<file path="config.mk">
export PLATFORM = sky130hd
export DESIGN_NAME = alu
export DESIGN_NICKNAME = d
export VERILOG_FILES = /design/src/rtl/alu.sv
export SDC_FILE = /design/constraint.sdc
export NUM_CORES = 1
export LEC_CHECK = 0
export CORE_MARGIN = 5
export CORE_UTILIZATION = 60
export CTS_CLUSTER_SIZE = 14
export DETAILED_ROUTE_END_ITERATION = 10
export DONT_BUFFER_PORTS = 1
export GPL_ROUTABILITY_DRIVEN = 0
export HOLD_SLACK_MARGIN = 0.05
export PLACE_DENSITY = 0.87
export RECOVER_POWER = 25
export REMOVE_ABC_BUFFERS = 1
export SYNTH_ARGS = -nofsm -noshare
export SYNTH_HDL_FRONTEND = slang
export SYNTH_SLANG_ARGS = --single-unit
</file>
<file path="constraint.sdc">
create_clock -name clk -period 3.75 [get_ports clk]
set_input_delay 0.75 -clock clk [delete_from_list [all_inputs] [get_ports clk]]
set_output_delay 0.75 -clock clk [all_outputs]
set_load 0.01 [all_outputs]
</file>
<file path="src/rtl/alu.sv">
// ---------------------------------------------------------------------------
// alu
//
// Purpose:
//   Integer ALU for the MIPS datapath. It computes one of eight operations on
//   operands A and B, selected by ALUOp. The result and the zero flag are
//   registered, so both are valid one clock after the operands are presented.
//   The zero flag feeds the branch-compare logic used by BEQ.
//
// Ports:
//   clk     in   1      rising-edge clock
//   reset   in   1      synchronous, active-high reset
//   A       in   WIDTH  operand A (rs)
//   B       in   WIDTH  operand B (rt or extended immediate)
//   ALUOp   in   3      operation select (see op_e)
//   ALUOut  out  WIDTH  registered result
//   zero    out  1      registered flag, 1 when the registered ALUOut is 0
// ---------------------------------------------------------------------------
module alu #(
  parameter int WIDTH = 32
) (
  input  logic             clk,
  input  logic             reset,
  input  logic [WIDTH-1:0] A,
  input  logic [WIDTH-1:0] B,
  input  logic [2:0]       ALUOp,
  output logic [WIDTH-1:0] ALUOut,
  output logic             zero
);

  // Operation encodings. All eight codes are used, so there is no
  // undefined select value.
  typedef enum logic [2:0] {
    OP_ADD  = 3'd0,
    OP_SUB  = 3'd1,
    OP_OR   = 3'd2,
    OP_AND  = 3'd3,
    OP_XOR  = 3'd4,
    OP_NOR  = 3'd5,
    OP_SLT  = 3'd6,
    OP_SLTU = 3'd7
  } op_e;

  logic [WIDTH-1:0] alu_out_d;
  logic [WIDTH-1:0] alu_out_q;
  logic             zero_d;
  logic             zero_q;
  logic             signed_lt;
  logic             unsigned_lt;

  // Both compares are evaluated all the time. SLT and SLTU then pick one of
  // them and zero-extend it into a full-width 0 or 1.
  always_comb begin
    signed_lt   = $signed(A) < $signed(B);
    unsigned_lt = A < B;
  end

  // Next-result selection. ADD and SUB wrap modulo 2^WIDTH. Carry, borrow
  // and overflow are dropped on purpose, because the datapath has no flags
  // other than zero.
  always_comb begin
    alu_out_d = '0;
    unique case (op_e'(ALUOp))
      OP_ADD:  alu_out_d = A + B;
      OP_SUB:  alu_out_d = A - B;
      OP_OR:   alu_out_d = A | B;
      OP_AND:  alu_out_d = A & B;
      OP_XOR:  alu_out_d = A ^ B;
      OP_NOR:  alu_out_d = ~(A | B);
      OP_SLT:  alu_out_d = {{(WIDTH-1){1'b0}}, signed_lt};
      OP_SLTU: alu_out_d = {{(WIDTH-1){1'b0}}, unsigned_lt};
    endcase
    zero_d = (alu_out_d == '0);
  end

  // The result register. zero is captured on the same edge as the result,
  // so it always describes the ALUOut value shown in the same cycle. Reset
  // wins over the operation sampled on the same edge. Reset leaves
  // ALUOut = 0, so zero is forced to 1 to stay consistent with it.
  always_ff @(posedge clk) begin
    if (reset) begin
      alu_out_q <= '0;
      zero_q    <= 1'b1;
    end else begin
      alu_out_q <= alu_out_d;
      zero_q    <= zero_d;
    end
  end

  assign ALUOut = alu_out_q;
  assign zero   = zero_q;

endmodule

</file>
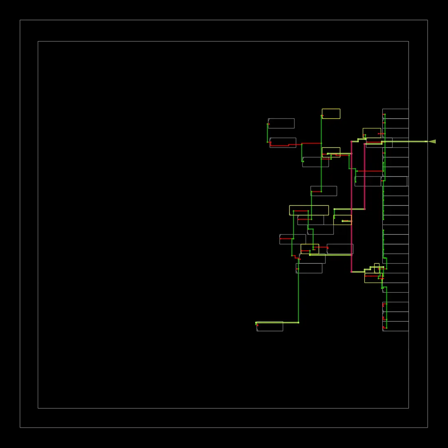
run_1/final_clocks.png
flip-flops: 33
P_clk: 0.344 mW

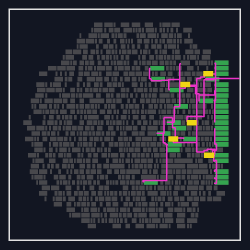
run_1/clock_map.png
(2 px per um)
Green shows flip-flops, count 33. Magenta shows clock wires, length 381 um. Yellow shows cells driving clock nets, count 5.
Position of the flops: middle right. There are 6 routed clock nets.

==> metrics.cfg, run 1 <==
[final_timing]
maxSlewViolCount=0
max_slew_margin_pct=34.30
layout_min_cycle_time_ns=3.633
hold_slack_ns=0.5210
finalClockPeriodUsage_pct=96.88

[synth]
ys_top_cells_by_count=nor2_1, ha_1, inv_1
synth_cells=939
async_reset_ff_share_pct=0
yosysCellCount=939
syn_area_per_cell_um2=7.020
ys_types=85
ys_seq_elements=33
yosysChipArea_um2=6591
edf_count=0
synth_warnings=0

[clock_network]
cts_htree_levels=2
clk_pin_slew_ns=0.07
cts_hold_buf=0
numCtsBuffers=5
clockRootBuffer=clkbuf_8

[min_path]
hp-class=primary input to register
min-delay-start=reset
worstHoldPathCells=1

[finish]
logic_area_um2=5394
buf_share_pct=10.32
comb_area_share_pct=71.97
drive_above_1_share_pct=15.24
nNonClkInverters=100
syn_to_final_growth_pct=13.71
nMultiInputCombCells=747
clk_share_pct=1.553
diodes=0
fin_area_um2=7495
lay_top_count=buf_4
n_fill_cell=808

[critical_path]
crit_path_end=zero$_SDFF_PP1_
worst-path-stages=13
crit_type=primary input to register
crit_fanout=9
slowest_stage=ha_1
start_kind=primary input
cp_cell_sequence=inv_1 -> ha_1 -> nand2_1 -> or4_1 -> o211ai_1 -> o21ai_1 -> buf_4 -> xnor2_1 -> a221oi_1 -> a21oi_1 -> and4_1 -> nand4_1 -> o41ai_2
worst-path-buf-inv=2

[global_route]
gr-max-usage-layer=met2
grt-ovfl-total=0
antenna_found_initial=0

[job]
tool_warnings=89
max-cap-violations=0

[pwr]
power-top-group=combinational logic
combPwrFrac_pct=59.2
ir_drop_uv=249.2
pwr-share-clk_pct=18.5
comb-power_mw=1.10
power.net_switching_mw=0.7971
seq_power_mw=0.416
power.leakage_nw=3.445
pwr_density_cell_nw_per_um2=248.8

[routing]
wire_per_inst_um=19.86
drt_iter0_markers=1111
wl_met1_mm=8.519
vias_per_cell=6.737
post-route-drc-count=0
routed_wl_mm=22.46

[floorplanning]
core_um2=10790
fp.dieH_um=114.8
taps=140
chipArea_um2=13180

[place]
portBuffers=0

[outcome]
status=complete, no violations

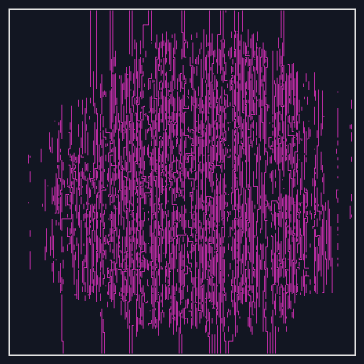
run_1/met2.png
(3 px per um)
955 nets have wire on it. The layer holds 42% of the routed length. The wires run mostly vertical.
Vias: 7,619
met2 Usage GRT: 49.44%

==> run 1: metrics by stage <==
step           power [mW]  worst slack [ns]  cells  util [%]  TNS (ns)
2_1_floorplan       1.088            0.1530    880         -         0
3_3_place_gp        1.423           -0.1027   1123     67.24   -0.1027
3_5_place_dp        1.444           -0.1942   1123     67.24   -0.1942
4_1_cts             1.787           0.06202   1131     68.32         0
5_1_grt             1.954          -0.08011   1131     69.44  -0.08011
6_report            1.865            0.1169   1131     69.44         0
==> run 1: cell families after synthesis <==
kind of cell | synth area share (%)
compound gates | 31.95
xor+xnor | 3.588
mux | 4.442
flops | 10.02
buf+inv | 9.985
simple gates | 21.18
fa+ha+maj | 18.83
==> run 1: state kept, by name, summed over array words and instances (netlist names) <==
register  cells
zero          1
ALUOut       32
run_1/density.png
(3 px per um) The die is cut into 11 by 11 equal tiles; black is low, pale yellow is high, 0 to 100% covered.
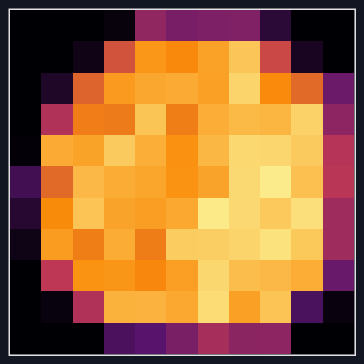

==> run 2: changes to the inputs <==
- PLACE_DENSITY: 0.87 -> 0.84
- SLEW_MARGIN: not set -> 20
- clock period: 3.75 -> 3.79 ns (I/O delays scaled with it)
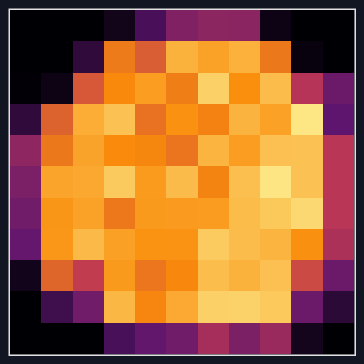
run_2/density.png
(3 px per um) The die is cut into 11 by 11 equal tiles; black is low, pale yellow is high, 0 to 100% covered.
The fullest tile reaches 95%. 43% of the tiles are over 75% full. The emptiest ninth of the die: upper left.

==> run 2 against run 1 <==
  * Global-route usage shrank 0.64 points
  * Wire length fell by 1.7%
  * Worst setup slack improved by 0.035 ns
  * Synthesized cell count unchanged
  * Non-clock buffer count unchanged
  * Count of clock-buffer cells in the layout fell by 2
  * Critical path depth did not move
  * First-iteration DRC count rose by 18%
  * Sequential cell count unchanged
  * Design area decreased by 0.73%
  * Highest routed layer unchanged
  * Clock power decreased by 22%
  * Critical path type unchanged
==> metrics.cfg, run 2 <==
[clock_network]
clockRootBuffer=clkbuf_8  ; unchanged
numCtsBuffers=5  ; unchanged
post_cts_buffers=0  ; unchanged
cts_htree_levels=2  ; unchanged
clk_pin_slew_ns=0.08  ; was 0.07 ns
cts_hold_buf=0  ; unchanged
cts_tree=yes  ; unchanged
clkSinkCount=33  ; unchanged

[floorplanning]
ioPinCount=102  ; unchanged
rows=38  ; unchanged
chipArea_um2=13180  ; unchanged
fp.dieH_um=114.8  ; unchanged
core_um2=10790  ; unchanged
fp.dieW_um=114.8  ; unchanged
floorplanUtilization_pct=61.07  ; unchanged

[global_route]
gr-max-usage-layer=met2  ; unchanged
grt-ovfl-total=0  ; unchanged
antenna_found_initial=0  ; unchanged
grt_usage_pct=31.67  ; was 32.30%
grt_max_degree=89  ; unchanged
use_met2_pct=48.78  ; was 49.44%
grt_util_met3_pct=9.526  ; unchanged

[critical_path]
cp_data_required_time_ns=4.01  ; was 3.95 ns
cp.arrival_ns=3.85  ; was 3.84 ns
slowest_stage=or4b_1  ; was ha_1
cp_top_family=AND-OR/OR-AND gates  ; unchanged
crit_fanout=3  ; was 9
start_kind=primary input  ; unchanged
cp_cell_sequence=inv_1 -> ha_1 -> nor2_1 -> o311ai_2 -> a31o_1 -> or4b_1 -> a32oi_1 -> a221o_1 -> xor2_1 -> o221ai_1 -> a211oi_1 -> nand4_1 -> o41ai_2  ; was inv_1 -> ha_1 -> nand2_1 -> or4_1 -> o211ai_1 -> o21ai_1 -> buf_4 -> xnor2_1 -> a221oi_1 -> a21oi_1 -> and4_1 -> nand4_1 -> o41ai_2
crit_type=primary input to register  ; unchanged
worst-path-buf-inv=1  ; was 2

[final_timing]
maxSlewViolCount=0  ; unchanged
hold_slack_ns=0.5133  ; was 0.5210 ns
tns_ns=0  ; unchanged
rsz0062_at_grt=false
max_slew_margin_pct=38.88  ; was 34.30%
finalClockPeriodUsage_pct=95.99
worst_slack_ns=0.1518  ; was 0.1169 ns
hold_viol=0  ; unchanged
worstMarginPinSlew_ns=0.9053  ; was 0.9731 ns
clock.fmax_mhz=274.9
layout_min_cycle_time_ns=3.638

[place]
dp_cells=1123  ; unchanged
portBuffers=0  ; unchanged
post-dp-hpwl_mm=17.02  ; was 17.06 mm
pre_cts_ws_ns=-0.1713  ; was -0.1942 ns
place_area_um2=7257  ; unchanged

[pwr]
power.net_switching_mw=0.7938  ; was 0.7971 mW
pwr-share-clk_pct=15.4  ; was 18.5%
comb-power_mw=1.08  ; was 1.10 mW
ir_drop_uv=350.6  ; was 249.2 uV
powerClk_mw=0.270  ; was 0.344 mW
fin_total_pwr_mw=1.758  ; was 1.865 mW
seq_power_mw=0.411  ; was 0.416 mW
power.leakage_nw=3.428  ; was 3.445 nW
p_int_mw=0.9641  ; was 1.068 mW
seq_power_share_pct=23.4  ; was 22.3%
power-top-group=combinational logic  ; unchanged
combPwrFrac_pct=61.2  ; was 59.2%
pwr_density_cell_nw_per_um2=236.3  ; was 248.8 nW/um^2

[routing]
routed_wl_mm=22.07  ; was 22.46 mm
post-route-drc-count=0  ; unchanged
wl_met1_mm=8.196  ; was 8.519 mm
num_vias=7581  ; was 7,619
ant_nets=0  ; unchanged
wire_per_inst_um=19.51  ; was 19.86 um
firstDrtPassIters=6  ; unchanged
drt_iter0_markers=1316  ; was 1,111
wl_met3_mm=3.543  ; was 3.386 mm
vias_per_cell=6.703  ; was 6.737
route.top_layer_used=met4  ; unchanged

[synth]
aoi_share_pct=31.95  ; unchanged
synth_warnings=0  ; unchanged
syn_area_per_cell_um2=7.020  ; unchanged
ys_sh_adder_pct=18.83  ; unchanged
ys_sh_xor_pct=3.588  ; unchanged
synth_area_um2=6591  ; unchanged
synth_cells=939  ; unchanged
ys_seq_elements=33  ; unchanged
async_reset_ff_share_pct=0  ; unchanged
edf_count=0  ; unchanged
ys_seq_share_pct=10.02  ; unchanged
yosysChipArea_um2=6591  ; unchanged
top_logic_kind=AND-OR/OR-AND gates  ; unchanged
ys_types=85  ; unchanged
yosysCellCount=939  ; unchanged
ys_top_cells_by_count=nor2_1, ha_1, inv_1  ; unchanged
mux_share_pct=4.442  ; unchanged
ys_sh_simple_pct=21.18  ; unchanged

[min_path]
worstHoldPathCells=1  ; unchanged
min-delay-start=reset  ; unchanged
hp-class=primary input to register  ; unchanged

[finish]
layout_top_cells=buf_4, nor2_1, inv_1  ; unchanged
syn_to_final_growth_pct=12.87  ; was 13.71%
post-route-util_pct=68.93  ; was 69.44%
drive_above_1_share_pct=15.24  ; unchanged
lay_top_count=buf_4  ; unchanged
fin_area_um2=7440  ; was 7495 um^2
fin_cells=1131  ; unchanged
largest_reg_flops=32  ; unchanged
n_fill_cell=905  ; was 808
diodes=0  ; unchanged

[outcome]
status=complete, no violations  ; unchanged

[job]
tool_warnings=89  ; unchanged
max-cap-violations=0  ; unchanged

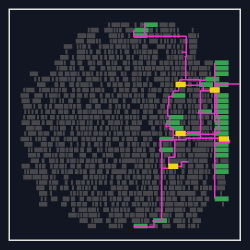
run_2/clock_map.png
(2 px per um)
Magenta shows clock wires, length 453 um. Green shows flip-flops, count 33. Yellow shows cells driving clock nets, count 5.
There are 6 routed clock nets.

-- run 2: final cells by class --
cell class | count | area (um^2) | area share, %
repair buffers | 103 | 773.2 | 10.39
clock buffers | 5 | 68.82 | 0.9250
inverters | 100 | 375.4 | 5.045
flip-flops and latches | 33 | 660.6 | 8.880
multi-input cells | 747 | 5369 | 72.17
clock inverters | 3 | 17.52 | 0.2355
well taps | 140 | 175.2 | 2.355
-- run 2: how the worst max path moves through the flow --
stage,startpoint,cells after the start,endpoint,slack [ns]
global route,A[0],14,zero$_SDFF_PP1_,0.02
global placement,B[13],14,zero$_SDFF_PP1_,-0.07
CTS,B[20],14,zero$_SDFF_PP1_,0.13
floorplan,A[0],14,zero$_SDFF_PP1_,0.18
detailed placement,B[20],14,zero$_SDFF_PP1_,-0.17
finish,A[1],13,zero$_SDFF_PP1_,0.15
Power is estimated from default activity; no workload was simulated.
